File: config.mk
export PLATFORM = sky130hd
export DESIGN_NAME = conv2d_stream_engine_flat
export DESIGN_NICKNAME = d
export VERILOG_FILES = /design/src/rtl/conv2d_stream_engine_if.sv /design/src/rtl/conv2d_stream_engine.sv /design/src/flat_wrapper.sv
export SDC_FILE = /design/constraint.sdc
export NUM_CORES = 2
export LEC_CHECK = 0
export CORE_MARGIN = 2
export CORE_UTILIZATION = 30
export CTS_BUF_LIST = sky130_fd_sc_hd__clkbuf_8
export CTS_CLUSTER_SIZE = 24
export DETAILED_ROUTE_END_ITERATION = 7
export GPL_TIMING_DRIVEN = 1
export PLACE_DENSITY_LB_ADDON = 0.1
export SLEW_MARGIN = 0
export SYNTH_ARGS = -nofsm -noshare
export SYNTH_HDL_FRONTEND = slang
export SYNTH_SLANG_ARGS = --single-unit
File: constraint.sdc
create_clock -name clk -period 17 [get_ports clk]
set_input_delay 5.1 -clock clk [delete_from_list [all_inputs] [get_ports clk]]
set_output_delay 5.1 -clock clk [all_outputs]
set_load 0.005 [all_outputs]
File: src/rtl/conv2d_stream_engine_if.sv
// Command, load and result handshake bundle for conv2d_stream_engine.
// The host side drives commands/elements and consumes results.
interface conv2d_stream_engine_if #(
    parameter int DATA_WIDTH = 8,
    parameter int ACC_WIDTH  = 20
);
    logic                  cmd_valid;
    logic [1:0]            cmd;
    logic                  cmd_ready;
    logic                  in_valid;
    logic [DATA_WIDTH-1:0] in_data;
    logic                  in_ready;
    logic                  out_valid;
    logic [ACC_WIDTH-1:0]  out_data;
    logic                  out_last;
    logic                  out_ready;

    modport master (
        output cmd_valid, cmd, in_valid, in_data, out_ready,
        input  cmd_ready, in_ready, out_valid, out_data, out_last
    );

    modport slave (
        input  cmd_valid, cmd, in_valid, in_data, out_ready,
        output cmd_ready, in_ready, out_valid, out_data, out_last
    );
endinterface

File: src/rtl/conv2d_stream_engine.sv
// Streaming valid-window 2-D convolution engine with register-held kernel
// and matrix, one multiply-accumulate tap per cycle.
`ifndef DATA_WIDTH
`define DATA_WIDTH 8
`endif

module conv2d_stream_engine #(
    parameter int DATA_WIDTH = `DATA_WIDTH,
    parameter int MATRIX_DIM = 16,
    parameter int CONV_DIM   = 3,
    parameter int STRIDE     = 1
) (
    input  logic                 clk,
    input  logic                 rst,
    conv2d_stream_engine_if.slave bus,
    output logic                 busy,
    output logic                 done
);
    localparam int OUT_DIM   = (MATRIX_DIM - CONV_DIM) / STRIDE + 1;
    localparam int ACC_WIDTH = 2 * DATA_WIDTH + $clog2(CONV_DIM * CONV_DIM);
    localparam int MW = (MATRIX_DIM > 1) ? $clog2(MATRIX_DIM) : 1;
    localparam int KW = (CONV_DIM > 1) ? $clog2(CONV_DIM) : 1;

    localparam logic [KW-1:0] KLAST   = KW'(CONV_DIM - 1);
    localparam logic [MW-1:0] KLAST_M = MW'(CONV_DIM - 1);
    localparam logic [MW-1:0] MLAST   = MW'(MATRIX_DIM - 1);
    localparam logic [MW-1:0] OLAST   = MW'(OUT_DIM - 1);

    if (CONV_DIM > MATRIX_DIM) begin : g_bad_dim
        $error("CONV_DIM must not exceed MATRIX_DIM");
    end
    if (((MATRIX_DIM - CONV_DIM) % STRIDE) != 0) begin : g_bad_stride
        $error("(MATRIX_DIM-CONV_DIM) must be a multiple of STRIDE");
    end

    typedef enum logic [2:0] {
        S_IDLE,
        S_LOAD_K,
        S_LOAD_M,
        S_COMPUTE,
        S_OUTPUT
    } state_t;

    state_t state, state_nx;

    logic signed [DATA_WIDTH-1:0] kmem [CONV_DIM][CONV_DIM];
    logic signed [DATA_WIDTH-1:0] mmem [MATRIX_DIM][MATRIX_DIM];

    logic [MW-1:0] lx, ly;
    logic [KW-1:0] kx, ky;
    logic [MW-1:0] ox, oy;
    logic [MW-1:0] row, col;
    logic signed [ACC_WIDTH-1:0] acc, kext, mext, prod;
    logic last;

    // Window base plus tap offset selects the matrix element for this cycle.
    assign row  = MW'(int'(oy) * STRIDE + int'(ky));
    assign col  = MW'(int'(ox) * STRIDE + int'(kx));
    assign kext = ACC_WIDTH'(kmem[ky][kx]);
    assign mext = ACC_WIDTH'(mmem[row][col]);
    assign prod = kext * mext;

    assign last = (state == S_OUTPUT) && (ox == OLAST) && (oy == OLAST);

    assign bus.cmd_ready = (state == S_IDLE);
    assign bus.in_ready  = (state == S_LOAD_K) || (state == S_LOAD_M);
    assign bus.out_valid = (state == S_OUTPUT);
    assign bus.out_data  = (state == S_OUTPUT) ? acc : '0;
    assign bus.out_last  = last;
    assign busy          = (state != S_IDLE);
    assign done          = last && bus.out_ready;

    always_comb begin
        state_nx = state;
        unique case (state)
            S_IDLE: begin
                if (bus.cmd_valid) begin
                    unique case (bus.cmd)
                        2'd0:    state_nx = S_LOAD_K;
                        2'd1:    state_nx = S_LOAD_M;
                        2'd2:    state_nx = S_COMPUTE;
                        default: state_nx = S_IDLE;
                    endcase
                end
            end
            S_LOAD_K: begin
                if (bus.in_valid && lx == KLAST_M && ly == KLAST_M)
                    state_nx = S_IDLE;
            end
            S_LOAD_M: begin
                if (bus.in_valid && lx == MLAST && ly == MLAST)
                    state_nx = S_IDLE;
            end
            S_COMPUTE: begin
                if (kx == KLAST && ky == KLAST)
                    state_nx = S_OUTPUT;
            end
            S_OUTPUT: begin
                if (bus.out_ready)
                    state_nx = last ? S_IDLE : S_COMPUTE;
            end
            default: state_nx = S_IDLE;
        endcase
    end

    always_ff @(posedge clk) begin
        if (rst) begin
            state <= S_IDLE;
            lx    <= '0;
            ly    <= '0;
            kx    <= '0;
            ky    <= '0;
            ox    <= '0;
            oy    <= '0;
            acc   <= '0;
            for (int y = 0; y < CONV_DIM; y++)
                for (int x = 0; x < CONV_DIM; x++)
                    kmem[y][x] <= '0;
            for (int y = 0; y < MATRIX_DIM; y++)
                for (int x = 0; x < MATRIX_DIM; x++)
                    mmem[y][x] <= '0;
        end else begin
            state <= state_nx;
            unique case (state)
                S_IDLE: begin
                    if (bus.cmd_valid) begin
                        lx <= '0;
                        ly <= '0;
                        kx <= '0;
                        ky <= '0;
                        ox <= '0;
                        oy <= '0;
                    end
                end
                S_LOAD_K: begin
                    if (bus.in_valid) begin
                        kmem[KW'(ly)][KW'(lx)] <= $signed(bus.in_data);
                        if (lx == KLAST_M) begin
                            lx <= '0;
                            ly <= ly + 1'b1;
                        end else begin
                            lx <= lx + 1'b1;
                        end
                    end
                end
                S_LOAD_M: begin
                    if (bus.in_valid) begin
                        mmem[ly][lx] <= $signed(bus.in_data);
                        if (lx == MLAST) begin
                            lx <= '0;
                            ly <= ly + 1'b1;
                        end else begin
                            lx <= lx + 1'b1;
                        end
                    end
                end
                S_COMPUTE: begin
                    acc <= (kx == '0 && ky == '0) ? prod : acc + prod;
                    if (kx == KLAST) begin
                        kx <= '0;
                        ky <= (ky == KLAST) ? '0 : ky + 1'b1;
                    end else begin
                        kx <= kx + 1'b1;
                    end
                end
                S_OUTPUT: begin
                    // Taps are already back at zero after the last compute tap.
                    if (bus.out_ready && !last) begin
                        if (ox == OLAST) begin
                            ox <= '0;
                            oy <= oy + 1'b1;
                        end else begin
                            ox <= ox + 1'b1;
                        end
                    end
                end
                default: ;
            endcase
        end
    end
endmodule

File: src/flat_wrapper.sv
// flat-port wrapper written by rule: the top's interface ports become plain ports
module conv2d_stream_engine_flat 
#(
    parameter int DATA_WIDTH = `DATA_WIDTH,
    parameter int MATRIX_DIM = 16,
    parameter int CONV_DIM   = 3,
    parameter int STRIDE     = 1
)
  (clk, rst, busy, done, bus_cmd_valid, bus_cmd, bus_in_valid, bus_in_data, bus_out_ready, bus_cmd_ready, bus_in_ready, bus_out_valid, bus_out_data, bus_out_last);
  conv2d_stream_engine_if #(.DATA_WIDTH(DATA_WIDTH), .ACC_WIDTH((20))) bus_i ();
  input  logic clk;
  input  logic rst;
  output logic busy;
  output logic done;
  input wire logic [$bits(bus_i.cmd_valid)-1:0] bus_cmd_valid;
  input wire logic [$bits(bus_i.cmd)-1:0] bus_cmd;
  input wire logic [$bits(bus_i.in_valid)-1:0] bus_in_valid;
  input wire logic [$bits(bus_i.in_data)-1:0] bus_in_data;
  input wire logic [$bits(bus_i.out_ready)-1:0] bus_out_ready;
  output wire logic [$bits(bus_i.cmd_ready)-1:0] bus_cmd_ready;
  output wire logic [$bits(bus_i.in_ready)-1:0] bus_in_ready;
  output wire logic [$bits(bus_i.out_valid)-1:0] bus_out_valid;
  output wire logic [$bits(bus_i.out_data)-1:0] bus_out_data;
  output wire logic [$bits(bus_i.out_last)-1:0] bus_out_last;
  assign bus_i.cmd_valid = bus_cmd_valid;
  assign bus_i.cmd = bus_cmd;
  assign bus_i.in_valid = bus_in_valid;
  assign bus_i.in_data = bus_in_data;
  assign bus_i.out_ready = bus_out_ready;
  assign bus_cmd_ready = bus_i.cmd_ready;
  assign bus_in_ready = bus_i.in_ready;
  assign bus_out_valid = bus_i.out_valid;
  assign bus_out_data = bus_i.out_data;
  assign bus_out_last = bus_i.out_last;
  conv2d_stream_engine #(.DATA_WIDTH(DATA_WIDTH), .MATRIX_DIM(MATRIX_DIM), .CONV_DIM(CONV_DIM), .STRIDE(STRIDE)) u_core (.clk(clk), .rst(rst), .bus(bus_i), .busy(busy), .done(done));
endmodule
Fig. 1: a small window of the routed layout
Window x 284 to 309, y 284 to 309 um. Cells in gray, sequential cells in the stronger gray; small squares are vias.
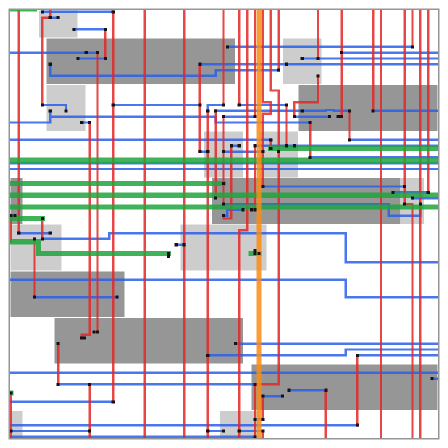
Red shows metal 2. Green shows metal 3. Orange shows metal 4. Blue shows metal 1.
Most frequent: edfxtp_1 (6), and2_1 (5). Sequential cells in the window: 6. Netlist names of flops here include u_core.mmem (6). 14 logic cells have their middle in the window.

Fig. 2: clock distribution
(1 px per um)
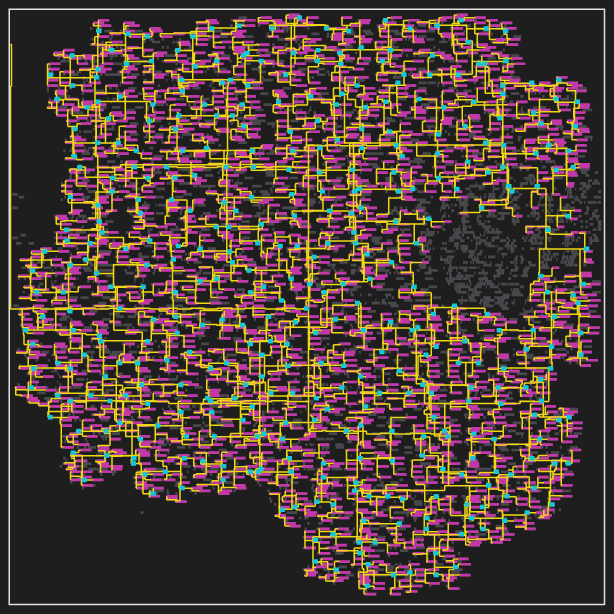
Cyan shows clock drivers, count 409. Yellow shows clock wires, length 35.4 mm. Magenta shows flip-flops, count 2189.
Position of the flops: widely spread. There are 410 routed clock nets.
clock share of power: 0.357
Late-Pin Clk Latency: 1.06 ns
Clk. pwr: 4.73 mW

Fig. 3: clock nets
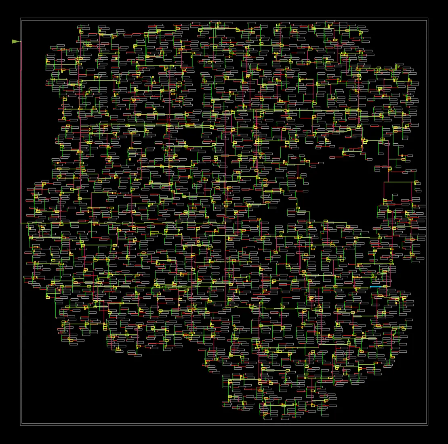
CTS sink cnt: 2189
final clock skew: 0.07089 ns
clock buffer count: 423
flip-flops: 2189

Fig. 4: placed cells, one color a class
(1 px per um) Fill, decap, tap and diode cells in gray.
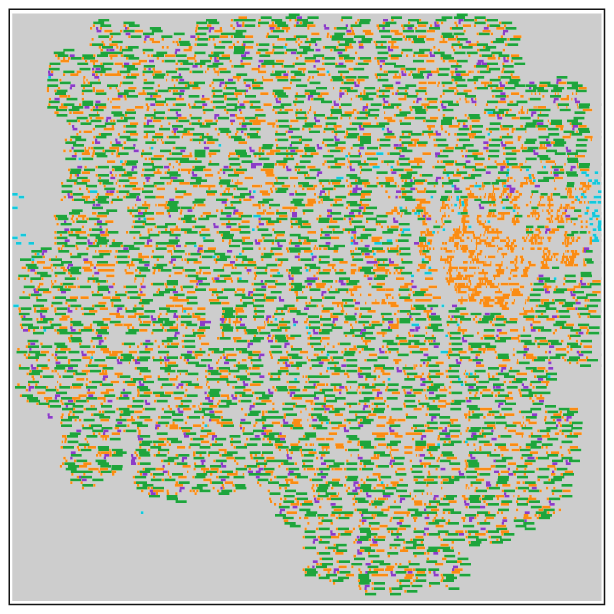
Orange shows combinational and other logic, cells 4114, share of their area 33%. Purple shows clock drivers and dummy loads, cells 739, share of their area 6.6%. Cyan shows other buffers and delay cells, cells 143, share of their area 1.2%. Green shows flops, cells 2189, share of their area 59%.
finished layout cell area: 116900 um2
fin util: 0.3375

==> changes_impl.md <==
### Metrics

- Die area: 352500 um2
- Slew HR: 0.1549
- Chip Area, Yosys: 104300 um2
- Reg clk slew, reported paths: 0.05 ns
- CTS max path bufs: 4
- Crit path to: done
- ANT nets after route: 0
- All-Layer GR Usage: 0.1844
- Mapped Cells: 6788
- Dominant synthesized flop cell: edfxtp_1
- Power Sequential: 6.23 mW
- Vias in the first global route: 60.25k
- HPWL Detailed: 201900 um
- Root buf cell: clkbuf_8
- FFs w/ async S/R, synth: 0
- NetSw: 3.932 mW
- Reg2reg setup slack: 5.54 ns
- Nets@finish: 7000
- Worst slew pin tran: 1.258 ns
- Yosys reg bits: 2189
- Worst Hold Slack: 0.5305 ns
- # rows: 216
- CP Class: in -> out
- Setup Slack @ Placement: 5.525 ns
- Top Ports: 41
- Status: complete, no violations
- Post-CTS Resized: 0
- Highest clock rate: 0.08709 GHz
- Worst Path Max Fanout: 4
- Period minus WS final: 11.48 ns
- Floorplan Nets: 6931
- P_comb: 2.31 mW
- Remaining DRCs: 0
- Post-synth EDFFs: 2144
- Fin crit share: 0.6755
- Layout cells sized above 1: 0.2219
- DRT Pass-1 Iters: 6
- Main power group: registers
- Routed WL per cell: 27.95 um
- Syn-to-layout area delta: 12.02%
- Vias: 57.11k
- Crit path from: bus_out_ready
- TritonCTS clock tree: done
- Hold EP: u_core.acc[3]
- CP arrival: 6.38 ns
- Largest net degree at the start of global routing: 149
- Reg2reg end: u_core.acc[17]
- CORE AREA: 346200 um2
- Syn Std Cell Area: 104300 um2
- Leak: 40.78 nW
- Die Y: 593.7 um
- R2r startpoint: u_core.oy[0]
- Power Total: 13.27 mW
- Via density: 4.853
- Critical path's slowest cell: clkdlybuf4s50_1
- P_int: 9.337 mW
- Top-area cell share: 0.6172
- Total negative slack: 0 ns
- Logic pwr share: 0.174
- Fp_density: 0.3013
- Most frequent cells in the layout: edfxtp_1 (2144), and2_1 (2112), mux4_2 (694)
- IO buf count: 40
- Max stage delay on crit path: 0.63 ns
- Htree depth: 5
- Distinct cells, synth: 62
- Cts hold-fix bufs: 0
- Routed WL: 328900 um
- RSZ-0062 raised after global routing: no
- Hold depth: 2
- GP Congestion: 0.7796
- Total grt overflow: 0
- Register-to-Register Path Depth: 32
- Setup crit end kind: primary output
- Maximum Capacitance Violations: 0
- Postcts setup bufs: 0
- Total CTS buffers: 409
- Final setup margin: 5.517 ns
- First-pass GRT wire length: 469200 um
- PD cells: 113.5 nW/um2
- Startpoint Class: input port
- Dominant logic cell type in the layout: edfxtp_1
- Final Hold Violation Tally: 0
- Hold wc startpoint: u_core.acc[3]
- Syn. warnings: 0
- Detailed Route Iter0 Violations: 4580
- Top cell by count, worst path: clkdlybuf4s50_1
- Log Warnings: 59
- Cells in synth_stat.txt: 6788
- Flop pwr share: 0.469
- Crit-path cells: clkdlybuf4s50_1 -> and2_1 -> clkdlybuf4s50_1
- Fin. max-slew vios: 0
- Horiz. Die Dim: 593.7 um
- Mapped Avg Cell Area: 15.37 um2
- Crit path DRT: 11.90 ns
- Initial antenna violation count: 30
- Sw Share: 0.2963
- Synth top area cells: edfxtp_1 (62%), mux4_2 (15%), and2_1 (13%), or2_2 (1.6%), clkbuf_1 (1.4%)
- Synth Seq Share: 0.6258
## flip-flops by register name (all words and copies together), names as in the netlist, 3 cells and up, named ones only
register      cells
u_core.mmem    2048
u_core.kmem      96
u_core.acc       20
u_core.lx         4
u_core.ly         4
u_core.ox         4
u_core.oy         4
u_core.state      3
## metrics by stage
stage / area [um2] / util / instances
global route: 116900 / 0.3375 / 11770
floorplan: 104300 / - / 6788
CTS: 116800 / 0.3375 / 11760
detailed placement: 109600 / 0.3165 / 11020
finish: 116900 / 0.3375 / 11770
global placement: 109600 / 0.3165 / 11020
## kinds of logic after synthesis
| kind of cell | after synthesis | share of synthesized area |
|---|---|---|
| multiplexers | 718 | 0.1522 |
| buffers and inverters | 606 | 0.02333 |
| AND-OR/OR-AND | 147 | 0.009308 |
| flip-flops | 2189 | 0.6258 |
| adder cells (fa/ha/maj) | 128 | 0.01960 |
| AND/OR/NAND/NOR | 2958 | 0.1662 |
| XOR/XNOR | 42 | 0.003526 |
## routing by layer
layer	global-route usage	wire, um
met5	0	34
met2	0.2911	151900
met1	0.2645	152200
met3	0.03047	17340
met4	0.04429	7488
## layout make-up
cell class	count	area, um2
inverter	121	454.2
sequential	2189	65280
clock inverter	316	1465
tap	4578	5728
clock buffer	423	5822
fill	33360	229300
multi-input combinational	3993	36730
timing repair buffer	143	1356
antenna	5	12.51
## critical path, delay by kind of cell
kind	cells	cell delay, ns
AND/OR/NAND/NOR	1	0.17
buffers and inverters	2	1.12
## synth_stat cells, drive strengths merged, types with 15 or more instances
master and n:
nor2b 15, clkbuf 396, and3 26, dfxtp 45, nand2 83, fa 59, mux4 694, a21oi 44
nor3 17, o21ai 19, edfxtp 2144, nand3 31, xnor2 28, nor2 369, mux2i 19, inv 121
and2 2112, buf 89, ha 69, or2 263
No activity file was given, so power comes from the tool's default toggle rates.
